## config.mk

```make
export PLATFORM = sky130hd
export DESIGN_NAME = inst_fetch
export DESIGN_NICKNAME = d
export VERILOG_FILES = /design/src/rtl/inst_fetch.sv
export SDC_FILE = /design/constraint.sdc
export NUM_CORES = 1
export LEC_CHECK = 0
export CAP_MARGIN = 15
export CORE_MARGIN = 3
export CORE_UTILIZATION = 52
export DETAILED_ROUTE_END_ITERATION = 7
export GPL_TIMING_DRIVEN = 1
export PLACE_DENSITY = 0.85
export SLEW_MARGIN = 20
export SYNTH_ARGS = -nofsm -noshare
export SYNTH_HDL_FRONTEND = slang
export SYNTH_SLANG_ARGS = --single-unit
```

## constraint.sdc

```tcl
create_clock -name clk_i -period 5.7 [get_ports clk_i]
set_input_delay 1.14 -clock clk_i [delete_from_list [all_inputs] [get_ports clk_i]]
set_output_delay 1.14 -clock clk_i [all_outputs]
set_load 0.02 [all_outputs]
```

## src/rtl/inst_fetch.sv

```systemverilog
// inst_fetch: instruction fetch and halfword-alignment stage.
// Issues word-aligned reads to instruction RAM (1-cycle read latency), buffers
// returned halfwords in a 4-entry queue and presents one aligned 32-bit or
// compressed 16-bit instruction with its PC under a valid/ready handshake.
// A redirect flushes the queue and restarts fetch at the target.
//
// Ports:
//   clk_i, rst_n_i        clock, asynchronous active-low reset
//   iram_rd_en_o/addr_o   read strobe and word-aligned byte address
//   iram_rd_data_i        read data, valid the cycle after iram_rd_en_o
//   redirect_i/pc_i       flush and restart at redirect_pc_i (bit0 ignored)
//   inst_valid_o/ready_i  instruction handshake
//   inst_data_o, pc_o     instruction (compressed = {16'h0, hw}) and its PC
module inst_fetch #(
   parameter int unsigned     XLEN     = 32,
   parameter logic [XLEN-1:0] RESET_PC = '0
) (
   input  logic            clk_i,
   input  logic            rst_n_i,
   output logic            iram_rd_en_o,
   output logic [XLEN-1:0] iram_rd_addr_o,
   input  logic [XLEN-1:0] iram_rd_data_i,
   input  logic            redirect_i,
   input  logic [XLEN-1:0] redirect_pc_i,
   output logic            inst_valid_o,
   input  logic            inst_ready_i,
   output logic [XLEN-1:0] inst_data_o,
   output logic [XLEN-1:0] pc_o
);

   localparam int unsigned HW_W  = 16;
   localparam int unsigned QD    = 4;
   localparam int unsigned CNT_W = 3;

   localparam logic [0:0] ST_BOOT = 1'b0;
   localparam logic [0:0] ST_RUN  = 1'b1;

   localparam logic [XLEN-1:0] WORD_MASK = ~XLEN'(3);
   localparam logic [XLEN-1:0] HALF_MASK = ~XLEN'(1);

   logic [0:0]       state, state_nxt;
   logic [HW_W-1:0]  q     [QD];
   logic [HW_W-1:0]  q_nxt [QD];
   logic [CNT_W-1:0] count, count_nxt;
   logic             rd_pending, rd_pending_nxt;
   logic             drop_low, drop_low_nxt;
   logic [XLEN-1:0]  fetch_addr, fetch_addr_nxt;
   logic [XLEN-1:0]  pc, pc_nxt;

   logic             is_comp_c;
   logic             valid_c;
   logic [XLEN-1:0]  data_c;
   logic             rd_en_c;
   logic             consume_c;
   logic             push_c;
   logic [CNT_W-1:0] pop_len_c;
   logic [CNT_W-1:0] pop_n_c;
   logic [CNT_W-1:0] push_len_c;
   logic [CNT_W-1:0] base_c;
   logic [CNT_W-1:0] occupancy_c;

   // Next-state, queue update and handshake logic
   always_comb begin
      state_nxt      = state;
      count_nxt      = count;
      rd_pending_nxt = rd_pending;
      drop_low_nxt   = drop_low;
      fetch_addr_nxt = fetch_addr;
      pc_nxt         = pc;
      for (int i = 0; i < QD; i++) q_nxt[i] = q[i];

      if (state == ST_BOOT) state_nxt = ST_RUN;

      // Instruction length is decided by the oldest halfword alone
      is_comp_c = (q[0][1:0] != 2'b11);
      pop_len_c = is_comp_c ? CNT_W'(1) : CNT_W'(2);
      valid_c   = is_comp_c ? (count >= CNT_W'(1)) : (count >= CNT_W'(2));
      data_c    = is_comp_c ? XLEN'(q[0]) : XLEN'({q[1], q[0]});

      // Slots already owed to an in-flight read count as occupied
      occupancy_c = count + (rd_pending ? CNT_W'(2) : CNT_W'(0));
      rd_en_c     = (state == ST_RUN) && !redirect_i && (occupancy_c <= CNT_W'(2));

      consume_c  = valid_c && inst_ready_i && !redirect_i;
      push_c     = rd_pending && !redirect_i;
      push_len_c = drop_low ? CNT_W'(1) : CNT_W'(2);
      pop_n_c    = consume_c ? pop_len_c : CNT_W'(0);
      base_c     = count - pop_n_c;

      // Pop: shift surviving halfwords towards slot 0
      if (pop_n_c == CNT_W'(1)) begin
         for (int i = 0; i < QD - 1; i++) q_nxt[i] = q[i + 1];
      end else if (pop_n_c == CNT_W'(2)) begin
         for (int i = 0; i < QD - 2; i++) q_nxt[i] = q[i + 2];
      end

      // Push: append after the survivors; drop_low skips the low half
      if (push_c) begin
         for (int i = 0; i < QD; i++) begin
            if (drop_low) begin
               if (CNT_W'(i) == base_c) q_nxt[i] = iram_rd_data_i[2*HW_W-1:HW_W];
            end else begin
               if (CNT_W'(i) == base_c)             q_nxt[i] = iram_rd_data_i[HW_W-1:0];
               if (CNT_W'(i) == base_c + CNT_W'(1)) q_nxt[i] = iram_rd_data_i[2*HW_W-1:HW_W];
            end
         end
         drop_low_nxt = 1'b0;
      end

      count_nxt      = base_c + (push_c ? push_len_c : CNT_W'(0));
      // A response arrives exactly one cycle after issue, so pending is just last cycle's issue
      rd_pending_nxt = rd_en_c;
      if (rd_en_c)   fetch_addr_nxt = fetch_addr + XLEN'(4);
      if (consume_c) pc_nxt = pc + XLEN'({pop_len_c, 1'b0});

      // Redirect wins over consume and push; any arriving response is dropped
      if (redirect_i) begin
         count_nxt      = '0;
         rd_pending_nxt = 1'b0;
         pc_nxt         = redirect_pc_i & HALF_MASK;
         fetch_addr_nxt = redirect_pc_i & WORD_MASK;
         drop_low_nxt   = redirect_pc_i[1];
      end
   end

   // State registers
   always_ff @(posedge clk_i or negedge rst_n_i) begin
      if (!rst_n_i) begin
         state      <= ST_BOOT;
         count      <= '0;
         rd_pending <= 1'b0;
         drop_low   <= 1'b0;
         fetch_addr <= RESET_PC & WORD_MASK;
         pc         <= RESET_PC;
         for (int i = 0; i < QD; i++) q[i] <= '0;
      end else begin
         state      <= state_nxt;
         count      <= count_nxt;
         rd_pending <= rd_pending_nxt;
         drop_low   <= drop_low_nxt;
         fetch_addr <= fetch_addr_nxt;
         pc         <= pc_nxt;
         for (int i = 0; i < QD; i++) q[i] <= q_nxt[i];
      end
   end

   assign iram_rd_en_o   = rd_en_c;
   assign iram_rd_addr_o = fetch_addr;
   assign inst_valid_o   = valid_c;
   assign inst_data_o    = data_c;
   assign pc_o           = pc;

endmodule

```

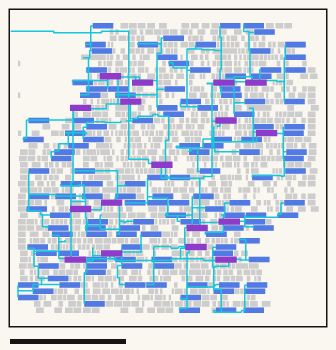
Figure 1: clock distribution.
Scale bar: 50 um.
- flip-flops: blue (count 131)
- clock drivers: purple (count 17)
- clock wires: cyan (length 1,840 um)
- routed clock nets: 18

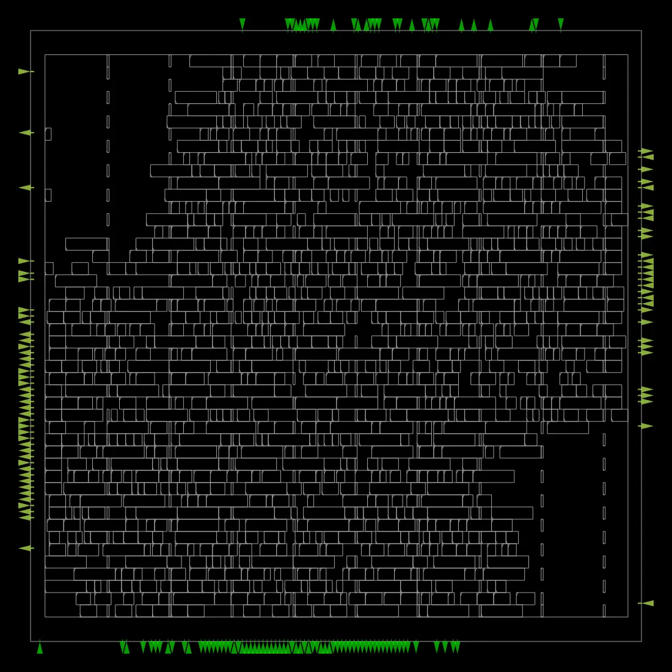
Figure 2: cell outlines without signal wires.
row count: 46
total core area: 16,200 um^2
well-tap cell count: 216
Fill cells: 1,274

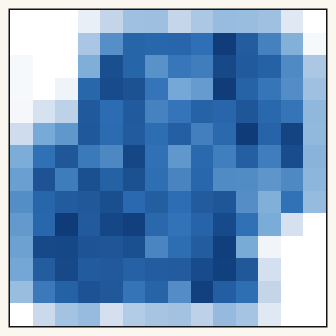
Figure 3: placement density heat map.
14 x 14 tiles, from white (low) to dark blue (high), 0 to 100% covered.
- tiles over 75% full: 42%
- emptiest ninth of the die: north-west
- fullest tile: 96%

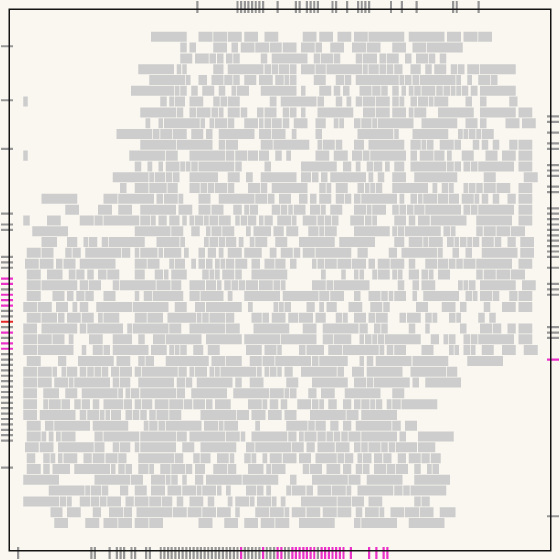
Figure 4: pin placement.
Pins as bars across the die edge, other pins in grey.
- inst_ready_i: red (pins 1; direction input; edge west)
- pc_o: magenta (pins 32; direction output; edge 23 south, 8 west, 1 east)

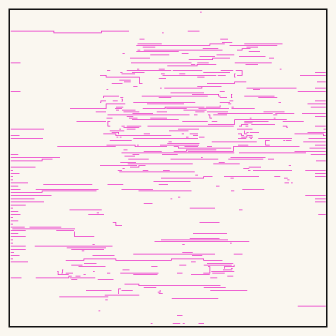
Figure 5: signal wires on met3.
- main direction: horizontal
- nets with wire on the layer: 228

==> run_results.csv <==
group,metric,value,unit
sta,rsz0062_at_grt,"false",
setup_path,crit_slowest_cell,"nand2_1",
placement,hpwl,19100,um
cts,clock-root-buffer,"clkbuf_16",
logic_synthesis,top_area_share,37.3,%
logic_synthesis,synth_seq_share,37.3,%
placement,numPortBuffers,161,
drt,drtAntennaViolNets,0,
placement,dp.cells,1335,
logic_synthesis,netlist_top_cells_count,"nand2_1 (145), dfrtp_1 (131), o21ai_0 (99), a21oi_1 (87), clkbuf_1 (78)",
pwr,power.switching,0.00192,W
placement,finalWeightedCongestion,0.913,
setup_path,path_max_fanout,17,
setup_path,r2r_slack,1.63,ns
pwr,vdd_drop_max,0.243,mV
cts,worstSkewPairLatency,0.44,ns
pwr,pg_clk,0.00119,W
setup_path,crit_path_end,"q[48]",
cells_and_area,layout_top_cell,"clkdlybuf4s50_1",
hold_path,hold_path_depth,2,
setup_path,crit_cells,12,
pwr,clkPwrFrac,25.8,%
pwr,power.leakage,4.35,nW
pwr,swShare,41.7,%
logic_synthesis,async_flop_share,100,%
floorplanning,initial_utilization,54.1,%
cts,hold_buffers,0,
setup_path,regToRegStartpoint,"q[49]",
drt,routed_via_density,6.72,
setup_path,cp-startpoint,"inst_ready_i",
sta,finalSetupViolCount,0,
global_route,grt_pass1_vias,8840,
pwr,powerComb,0.00204,W
logic_synthesis,yosysUniqueCellTypes,66,
hold_path,min_to,"q[14]",
floorplanning,die_area,18500,um^2
logic_synthesis,yosys-stat-cells,1048,
outcome,status,"finished clean",
floorplanning,ios,166,
logic_synthesis,edf_count,0,
logic_synthesis,ys.flop_type,"dfrtp_1",
pwr,powerDensity,421,nW/um^2
logic_synthesis,syn_area,8780,um^2
hold_path,worstHoldPathType,"reg -> reg",
setup_path,r2r_cells,13,
logic_synthesis,top_cells_by_area,"dfrtp_1 (37%), nand2_1 (6.2%), o21ai_0 (5.6%), a21oi_1 (5.0%), mux2i_1 (3.8%)",
logic_synthesis,yosys_area,8780,um^2
sta,max-slew-margin-rel,28.0,%
cts,clk_path_buf_depth,2,
cts,cts_tree,"built",
job,cap_viol_max_count,0,
sta,drv_slew,0,
setup_path,r2r-end,"q[48]",
sta,layout_worst_path_cycle_share,77.5,%
pwr,power,0.00461,W
setup_path,critPathRequiredTime,6.00,ns
setup_path,crit_path_cell_trace,"clkdlybuf4s50_1 > o2111a_1 > ha_1 > fa_1 > xnor2_2 > inv_2 > ha_1 > buf_4 > nor2b_1 > nand2_1 > o221ai_1 > o32ai_1",
pwr,seq_cell_power,0.00138,W
cts,htreeDepth,4,
setup_path,path_class,"in -> reg",
sta,tightestPinTransition,1.08,ns
hold_path,hp-start,"q[14]",
drt,wl,29600,um
cells_and_area,mostFrequentLayoutCells,"clkdlybuf4s50_1 (159), nand2_1 (145), dfrtp_1 (131), o21ai_0 (98), a21oi_1 (87)",
global_route,grt.total_usage,32.0,%
setup_path,cpPeakStageDelay,0.57,ns
## logic make-up (layout without fill, tap and decap cells)
| group | count (synthesis) | after routing | synth area share [%] |
|---|---|---|---|
| DFF | 131 | 131 | 37.3 |
| adders and majority gates | 11 | 11 | 1.82 |
| and+or+nand+nor | 340 | 340 | 19.2 |
| other | 2 | 5 | 0.0855 |
| AOI/OAI and AO/OA | 352 | 352 | 25.8 |
| muxes | 44 | 44 | 5.17 |
| buffers and inverters | 131 | 232 | 6.81 |
| xor gates and xnor gates | 37 | 37 | 3.78 |
## metal layers
metal  up-vias  GRT usage (%)  wire length, um
met1      4386           42.7            11700
li1       4051              -                -
met2       646           49.3            13600
met5         -              0                0
met4         0           15.5             1160
met3       112           7.51             3150
## sequential cells by signal (all words and copies together) (netlist names)
name            cells
state               1
rd_pending          1
q                  64
iram_rd_addr_o     30
drop_low            1
count               3
pc_o               31
## final cells by class
cell class              count  area (um^2)
diodes                      1         2.50
clock buffers              19          453
clock inverters            13          181
fillers                  1274         5270
inverters                  17         63.8
multi-input cells         788         4940
flip-flops and latches    131         3280
well taps                 216          270
repair buffers            183         1770
## per-stage QoR
| stage | setup slack [ns] | area, um^2 | hold slack, ns | utilization, % |
|---|---|---|---|---|
| after floorplan | 1.72 | 8790 | 0.471 | - |
| final | 1.28 | 11000 | 0.516 | 67.5 |
| after CTS | 1.43 | 10900 | 0.512 | 67.5 |
| after detailed placement | 0.991 | 10300 | 0.497 | 63.5 |
| after global placement | 1.11 | 10300 | 0.491 | 63.5 |
| after global routing | 1.13 | 11000 | 0.553 | 67.5 |
Power is estimated from default activity; no workload was simulated.
